===== config.mk =====
export PLATFORM = sky130hd
export DESIGN_NAME = rewind_replay_flat
export DESIGN_NICKNAME = d
export VERILOG_FILES = /design/src/rtl/rewind_replay_pkg.sv /design/src/rtl/rewind_replay_if.sv /design/src/rtl/rewind_replay_lifo.sv /design/src/rtl/rewind_replay.sv /design/src/flat_wrapper.sv
export SDC_FILE = /design/constraint.sdc
export NUM_CORES = 1
export LEC_CHECK = 0
export CAP_MARGIN = 20
export CORE_MARGIN = 3
export CORE_UTILIZATION = 30
export DETAILED_ROUTE_END_ITERATION = 12
export GPL_ROUTABILITY_DRIVEN = 0
export PLACE_DENSITY = 0.48
export SLEW_MARGIN = 20
export SYNTH_ARGS = -nofsm -noshare
export SYNTH_HDL_FRONTEND = slang
export SYNTH_HIERARCHICAL = 1
export SYNTH_SLANG_ARGS = --single-unit
export TNS_END_PERCENT = 50

===== constraint.sdc =====
create_clock -name clk -period 11.7 [get_ports clk]
set_clock_uncertainty 0.2 [all_clocks]
set_input_delay 2.34 -clock clk [delete_from_list [all_inputs] [get_ports clk]]
set_output_delay 2.34 -clock clk [all_outputs]
set_load 0.1 [all_outputs]

===== src/rtl/rewind_replay_pkg.sv =====
// rewind_replay_pkg
// Shared definitions for the rewind replay block:
//   - cache operation codes
//   - access size encodings
//   - replay FSM state encodings
//   - the size/offset to byte-enable helper and the entry sanity check
package rewind_replay_pkg;

  // Cache operation codes
  localparam logic [2:0] OP_NO_OP = 3'd0;
  localparam logic [2:0] OP_LD    = 3'd1;
  localparam logic [2:0] OP_ST    = 3'd2;
  localparam logic [2:0] OP_RD    = 3'd3;
  localparam logic [2:0] OP_WR    = 3'd4;
  localparam logic [2:0] OP_INV   = 3'd5;
  localparam logic [2:0] OP_UPD   = 3'd6;
  localparam logic [2:0] OP_WR_LD = 3'd7;

  // Access size encodings
  typedef enum logic [1:0] {
    SIZE_BYTE = 2'd0,
    SIZE_HALF = 2'd1,
    SIZE_WORD = 2'd2,
    SIZE_RSVD = 2'd3
  } size_e;

  // Replay FSM states
  localparam logic [1:0] S_IDLE    = 2'd0;
  localparam logic [1:0] S_COLLECT = 2'd1;
  localparam logic [1:0] S_DRAIN   = 2'd2;

  // Byte enables for an access of the given size at byte offset off.
  // A misaligned half is widened to a full word so no lane is left stale.
  function automatic logic [3:0] size_to_be(input logic [1:0] size,
                                            input logic [1:0] off);
    logic [3:0] be;
    be = 4'h0;
    case (size_e'(size))
      SIZE_BYTE: be = 4'b0001 << off;
      SIZE_HALF: be = off[0] ? 4'hF : (4'b0011 << {off[1], 1'b0});
      SIZE_WORD: be = 4'hF;
      default:   be = 4'h0;
    endcase
    return be;
  endfunction

  // An entry is suspicious if it was not a store, has a reserved size,
  // or is a misaligned half-word.
  function automatic logic entry_err(input logic [2:0] op,
                                     input logic [1:0] size,
                                     input logic [1:0] off);
    return (op != OP_ST) ||
           (size_e'(size) == SIZE_RSVD) ||
           ((size_e'(size) == SIZE_HALF) && off[0]);
  endfunction

endpackage


===== src/rtl/rewind_replay_if.sv =====
// rewind_replay_if
// Bundles the rewind stream (from the store-rewind queue) and the replay
// write port (towards the cache arbiter).
//   master : environment side - drives rw_* and cache_ack
//   slave  : replay block side - consumes rw_*, drives cache_*
// Parameter OOO_TAG_SIZE: width of the out-of-order tag.
interface rewind_replay_if #(
  parameter int OOO_TAG_SIZE = 10
);
  logic                    rw_valid;
  logic [31:0]             rw_addr;
  logic [31:0]             rw_data;
  logic [2:0]              rw_op;
  logic [1:0]              rw_size;
  logic [OOO_TAG_SIZE-1:0] rw_tag;

  logic                    cache_req;
  logic [31:0]             cache_addr;
  logic [31:0]             cache_wdata;
  logic [3:0]              cache_be;
  logic [OOO_TAG_SIZE-1:0] cache_tag;
  logic                    cache_ack;

  modport master (
    output rw_valid, rw_addr, rw_data, rw_op, rw_size, rw_tag,
    input  cache_req, cache_addr, cache_wdata, cache_be, cache_tag,
    output cache_ack
  );

  modport slave (
    input  rw_valid, rw_addr, rw_data, rw_op, rw_size, rw_tag,
    output cache_req, cache_addr, cache_wdata, cache_be, cache_tag,
    input  cache_ack
  );
endinterface


===== src/rtl/rewind_replay_lifo.sv =====
// rewind_lifo
// Simple stack used to reverse the oldest-first rewind burst.
// Ports:
//   clk, rst   - clock, synchronous active-high reset (empties the stack)
//   push/wdata - push an entry (ignored when full)
//   pop        - drop the top entry (ignored when empty)
//   rdata      - current top-of-stack entry (undefined when empty)
//   count      - occupancy, 0..DEPTH
//   full/empty - occupancy flags
module rewind_lifo #(
  parameter int WIDTH = 8,
  parameter int DEPTH = 8
) (
  input  logic                     clk,
  input  logic                     rst,
  input  logic                     push,
  input  logic                     pop,
  input  logic [WIDTH-1:0]         wdata,
  output logic [WIDTH-1:0]         rdata,
  output logic [$clog2(DEPTH):0]   count,
  output logic                     full,
  output logic                     empty
);

  localparam int AW = $clog2(DEPTH);

  logic [WIDTH-1:0] mem [DEPTH];
  logic [AW-1:0]    top_idx;

  assign full    = (count == (AW+1)'(DEPTH));
  assign empty   = (count == '0);
  assign top_idx = count[AW-1:0] - 1'b1;
  assign rdata   = mem[top_idx];

  // Storage is not reset; only the occupancy matters after reset.
  always_ff @(posedge clk) begin
    if (push && !full) begin
      mem[count[AW-1:0]] <= wdata;
    end
  end

  // Push wins if both are requested; the controller never does both.
  always_ff @(posedge clk) begin
    if (rst) begin
      count <= '0;
    end else if (push && !full) begin
      count <= count + 1'b1;
    end else if (pop && !empty) begin
      count <= count - 1'b1;
    end
  end

endmodule


===== src/rtl/rewind_replay.sv =====
// rewind_replay
// Collects a rewind burst from the store-rewind queue into a LIFO and
// replays each entry's old data into the cache write port youngest-first,
// undoing speculative stores after a ROB resteer.
// Ports:
//   clk, rst       - clock, synchronous active-high reset
//   rob_resteer    - resteer pulse, opens/extends the collect window
//   bus (slave)    - rw_* rewind stream in, cache_* replay write port out
//   stall          - high whenever the block is not idle
//   done           - one-cycle pulse after the last ack of a burst
//   err            - sticky error (overflow, bad entry, rw_valid in drain)
// Optional (macro REWIND_REPLAY_STATS_EN):
//   stat_replays   - saturating count of acked replays
//   stat_max_depth - highest LIFO occupancy observed
module rewind_replay
  import rewind_replay_pkg::*;
#(
  parameter int OOO_TAG_SIZE = 10,
  parameter int DEPTH        = 8,
  parameter int QUIET_CYCLES = 2
) (
  input  logic                   clk,
  input  logic                   rst,
  input  logic                   rob_resteer,
  rewind_replay_if.slave         bus,
  output logic                   stall,
  output logic                   done,
  output logic                   err
`ifdef REWIND_REPLAY_STATS_EN
  ,
  output logic [15:0]            stat_replays,
  output logic [$clog2(DEPTH):0] stat_max_depth
`endif
);

  localparam int AW = $clog2(DEPTH);
  localparam int EW = 32 + 32 + 3 + 2 + OOO_TAG_SIZE;
  localparam int QW = $clog2(QUIET_CYCLES + 1);
  localparam logic [QW-1:0] QUIET_MAX = QW'(QUIET_CYCLES);

  logic [1:0]              state;
  logic [QW-1:0]           quiet_cnt;
  logic                    accepting;
  logic                    push;
  logic                    pop;
  logic [EW-1:0]           push_entry;
  logic [EW-1:0]           top_entry;
  logic [AW:0]             count;
  logic                    full;
  logic                    empty;

  logic [31:0]             top_addr;
  logic [31:0]             top_data;
  logic [2:0]              top_op;
  logic [1:0]              top_size;
  logic [OOO_TAG_SIZE-1:0] top_tag;
  logic [3:0]              top_be;
  logic [31:0]             top_wdata;

  assign accepting  = (state == S_IDLE) || (state == S_COLLECT);
  assign push       = bus.rw_valid && accepting && !full;
  assign pop        = (state == S_DRAIN) && bus.cache_ack;
  assign push_entry = {bus.rw_addr, bus.rw_data, bus.rw_op, bus.rw_size, bus.rw_tag};
  assign {top_addr, top_data, top_op, top_size, top_tag} = top_entry;

  rewind_lifo #(
    .WIDTH (EW),
    .DEPTH (DEPTH)
  ) u_lifo (
    .clk   (clk),
    .rst   (rst),
    .push  (push),
    .pop   (pop),
    .wdata (push_entry),
    .rdata (top_entry),
    .count (count),
    .full  (full),
    .empty (empty)
  );

  // Lane formatting of the top entry. Misaligned halves are replayed as
  // full words; reserved sizes keep a request slot but write no lanes.
  always_comb begin
    top_be    = size_to_be(top_size, top_addr[1:0]);
    top_wdata = top_data;
    case (size_e'(top_size))
      SIZE_BYTE: top_wdata = {4{top_data[7:0]}};
      SIZE_HALF: top_wdata = top_addr[0] ? top_data : {2{top_data[15:0]}};
      default:   top_wdata = top_data;
    endcase
  end

  // Payload is forced to zero outside DRAIN so idle outputs never show
  // stale or uninitialised stack contents.
  always_comb begin
    bus.cache_req   = (state == S_DRAIN);
    bus.cache_addr  = '0;
    bus.cache_wdata = '0;
    bus.cache_be    = '0;
    bus.cache_tag   = '0;
    if (state == S_DRAIN) begin
      bus.cache_addr  = {top_addr[31:2], 2'b00};
      bus.cache_wdata = top_wdata;
      bus.cache_be    = top_be;
      bus.cache_tag   = top_tag;
    end
  end

  assign stall = (state != S_IDLE);

  // Bad entries are flagged as they are replayed; every stored entry is
  // replayed unless reset intervenes, and reset clears err anyway.
  always_ff @(posedge clk) begin
    if (rst) begin
      err <= 1'b0;
    end else if ((bus.rw_valid && ((state == S_DRAIN) || full)) ||
                 ((state == S_DRAIN) && entry_err(top_op, top_size, top_addr[1:0]))) begin
      err <= 1'b1;
    end
  end

  // Collect window closes after QUIET_CYCLES consecutive cycles with no
  // rw_valid and no resteer; an empty window returns silently to IDLE.
  always_ff @(posedge clk) begin
    if (rst) begin
      state     <= S_IDLE;
      quiet_cnt <= '0;
      done      <= 1'b0;
    end else begin
      done <= 1'b0;
      case (state)
        S_IDLE: begin
          quiet_cnt <= '0;
          if (rob_resteer || bus.rw_valid) begin
            state <= S_COLLECT;
          end
        end
        S_COLLECT: begin
          if (bus.rw_valid || rob_resteer) begin
            quiet_cnt <= '0;
          end else if (quiet_cnt + 1'b1 == QUIET_MAX) begin
            quiet_cnt <= '0;
            state     <= empty ? S_IDLE : S_DRAIN;
          end else begin
            quiet_cnt <= quiet_cnt + 1'b1;
          end
        end
        S_DRAIN: begin
          if (bus.cache_ack && (count == (AW+1)'(1))) begin
            state <= S_IDLE;
            done  <= 1'b1;
          end
        end
        default: begin
          state     <= S_IDLE;
          quiet_cnt <= '0;
        end
      endcase
    end
  end

`ifdef REWIND_REPLAY_STATS_EN
  always_ff @(posedge clk) begin
    if (rst) begin
      stat_replays   <= '0;
      stat_max_depth <= '0;
    end else begin
      if (pop && (stat_replays != 16'hFFFF)) begin
        stat_replays <= stat_replays + 16'd1;
      end
      if (count > stat_max_depth) begin
        stat_max_depth <= count;
      end
    end
  end
`endif

endmodule

===== src/flat_wrapper.sv =====
// flat-port wrapper written by rule: the top's interface ports become plain ports
module rewind_replay_flat import rewind_replay_pkg::*;
#(
  parameter int OOO_TAG_SIZE = 10,
  parameter int DEPTH        = 8,
  parameter int QUIET_CYCLES = 2
)
  (clk, rst, rob_resteer, stall, done, err, bus_rw_valid, bus_rw_addr, bus_rw_data, bus_rw_op, bus_rw_size, bus_rw_tag, bus_cache_req, bus_cache_addr, bus_cache_wdata, bus_cache_be, bus_cache_tag, bus_cache_ack);
  rewind_replay_if #(.OOO_TAG_SIZE(OOO_TAG_SIZE)) bus_i ();
  input  logic clk;
  input  logic rst;
  input  logic rob_resteer;
  output logic stall;
  output logic done;
  output logic err;
  input wire logic [$bits(bus_i.rw_valid)-1:0] bus_rw_valid;
  input wire logic [$bits(bus_i.rw_addr)-1:0] bus_rw_addr;
  input wire logic [$bits(bus_i.rw_data)-1:0] bus_rw_data;
  input wire logic [$bits(bus_i.rw_op)-1:0] bus_rw_op;
  input wire logic [$bits(bus_i.rw_size)-1:0] bus_rw_size;
  input wire logic [$bits(bus_i.rw_tag)-1:0] bus_rw_tag;
  output wire logic [$bits(bus_i.cache_req)-1:0] bus_cache_req;
  output wire logic [$bits(bus_i.cache_addr)-1:0] bus_cache_addr;
  output wire logic [$bits(bus_i.cache_wdata)-1:0] bus_cache_wdata;
  output wire logic [$bits(bus_i.cache_be)-1:0] bus_cache_be;
  output wire logic [$bits(bus_i.cache_tag)-1:0] bus_cache_tag;
  input wire logic [$bits(bus_i.cache_ack)-1:0] bus_cache_ack;
  assign bus_i.rw_valid = bus_rw_valid;
  assign bus_i.rw_addr = bus_rw_addr;
  assign bus_i.rw_data = bus_rw_data;
  assign bus_i.rw_op = bus_rw_op;
  assign bus_i.rw_size = bus_rw_size;
  assign bus_i.rw_tag = bus_rw_tag;
  assign bus_cache_req = bus_i.cache_req;
  assign bus_cache_addr = bus_i.cache_addr;
  assign bus_cache_wdata = bus_i.cache_wdata;
  assign bus_cache_be = bus_i.cache_be;
  assign bus_cache_tag = bus_i.cache_tag;
  assign bus_i.cache_ack = bus_cache_ack;
  rewind_replay #(.OOO_TAG_SIZE(OOO_TAG_SIZE), .DEPTH(DEPTH), .QUIET_CYCLES(QUIET_CYCLES)) u_core (.clk(clk), .rst(rst), .rob_resteer(rob_resteer), .bus(bus_i), .stall(stall), .done(done), .err(err));
endmodule

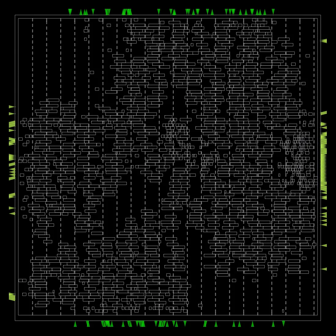
placed.png
fill count: 7,959
FP Rows: 107
fin cells: 2,562
Tapcells: 1,144

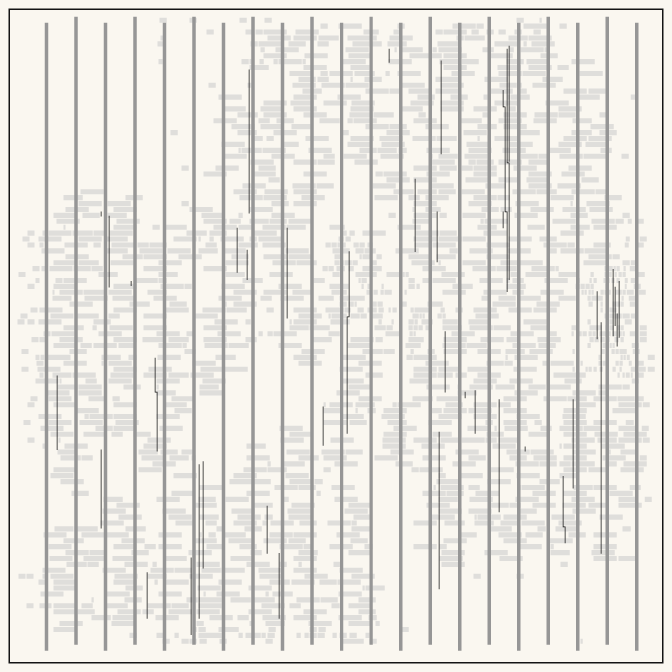
m4.png
Supply wires on this layer in grey. Cells faint in the background.
nets with wire on the layer: 21
longest straight run: 106 um

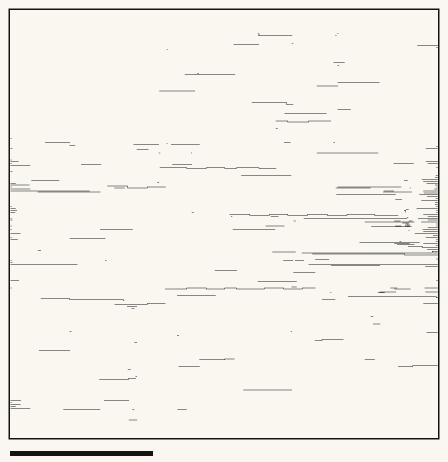
m3.png
Bar = 100 um.
longest straight run: 91.3 um
wire length on this layer: 2,810 um
share of all routed wire: 4.6%

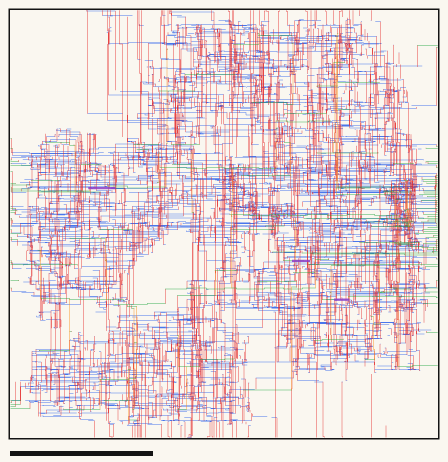
layers.png
Bar = 100 um.
legend:
  M1:
    colour: blue
    wire_length: 26.5 mm
  M3:
    colour: green
    wire_length: 2,810 um
  M2:
    colour: red
    wire_length: 30.0 mm
  M4:
    colour: orange
    wire_length: 1,450 um
  M5:
    colour: purple
    wire_length: 37.7 um

==> impl_metrics.ini <==
; flow metrics
[power]
p_switching_mw = 2.59
p_leak_nw = 9.88
clock_power_mw = 2.29
pg_seq_mw = 2.93
p_total_mw = 8.11
top_power_group = registers
p_comb_share_pct = 35.7
peakVddDrop_v = 0.000238

[global_route]
grt_max_degree = 89
met2_usage_pct = 22.4

[synthesis]
simple_gate_area_share_pct = 2.56
top_cell = edfxtp_1
muxShareOfSynthArea_pct = 18.8
netlist_instances = 1155
yosys.stat.seqShare_pct = 74.1
ys_cells = 1155
yosysWarnings = 6

[die]
dieWidth_um = 300

[setup_path]
reg2reg_slack_ns = 7.18
cpMaxStageDelayCell = clkdlybuf4s50_1
crit_type = flip-flop to output pin
critical_path.top_delay_family = buffers and inverters
endpoint_kind = output pin
path_depth = 9

[clock_tree]
clock_latency_ns = 0.62
clkSlewWorstSetupHoldPaths_ns = 0.06
cts_setup_buffers = 0
htree_levels = 3
clock-sinks = 642
numCtsBuffers = 74

[route]
vias_per_cell = 4.68
wl_met2_um = 30000
route.met3.wl_um = 2810
highest_layer = met5
dr.pass1.iters = 4

[final_timing]
hold_ws_ns = 0.282
setup_tns_ns = 0
slew_viol_final = 0
finalSetupViolations = 0
fmax_mhz = 128

[cells_and_area]
largest_cell_class = flip-flops and latches
buffer_area_share_pct = 5.96
design_area_um2 = 31100
drive_above_1_share_pct = 23.3
final_nets = 1445

[place]
port_buffers = 163
placed_cell_area_um2 = 28600

[flow_run]
warning_count = 26

[min_path]
min_path_type = flip-flop to flip-flop
min_to = u_core/quiet_cnt[0]

[outcome]
outcome = complete, no violations
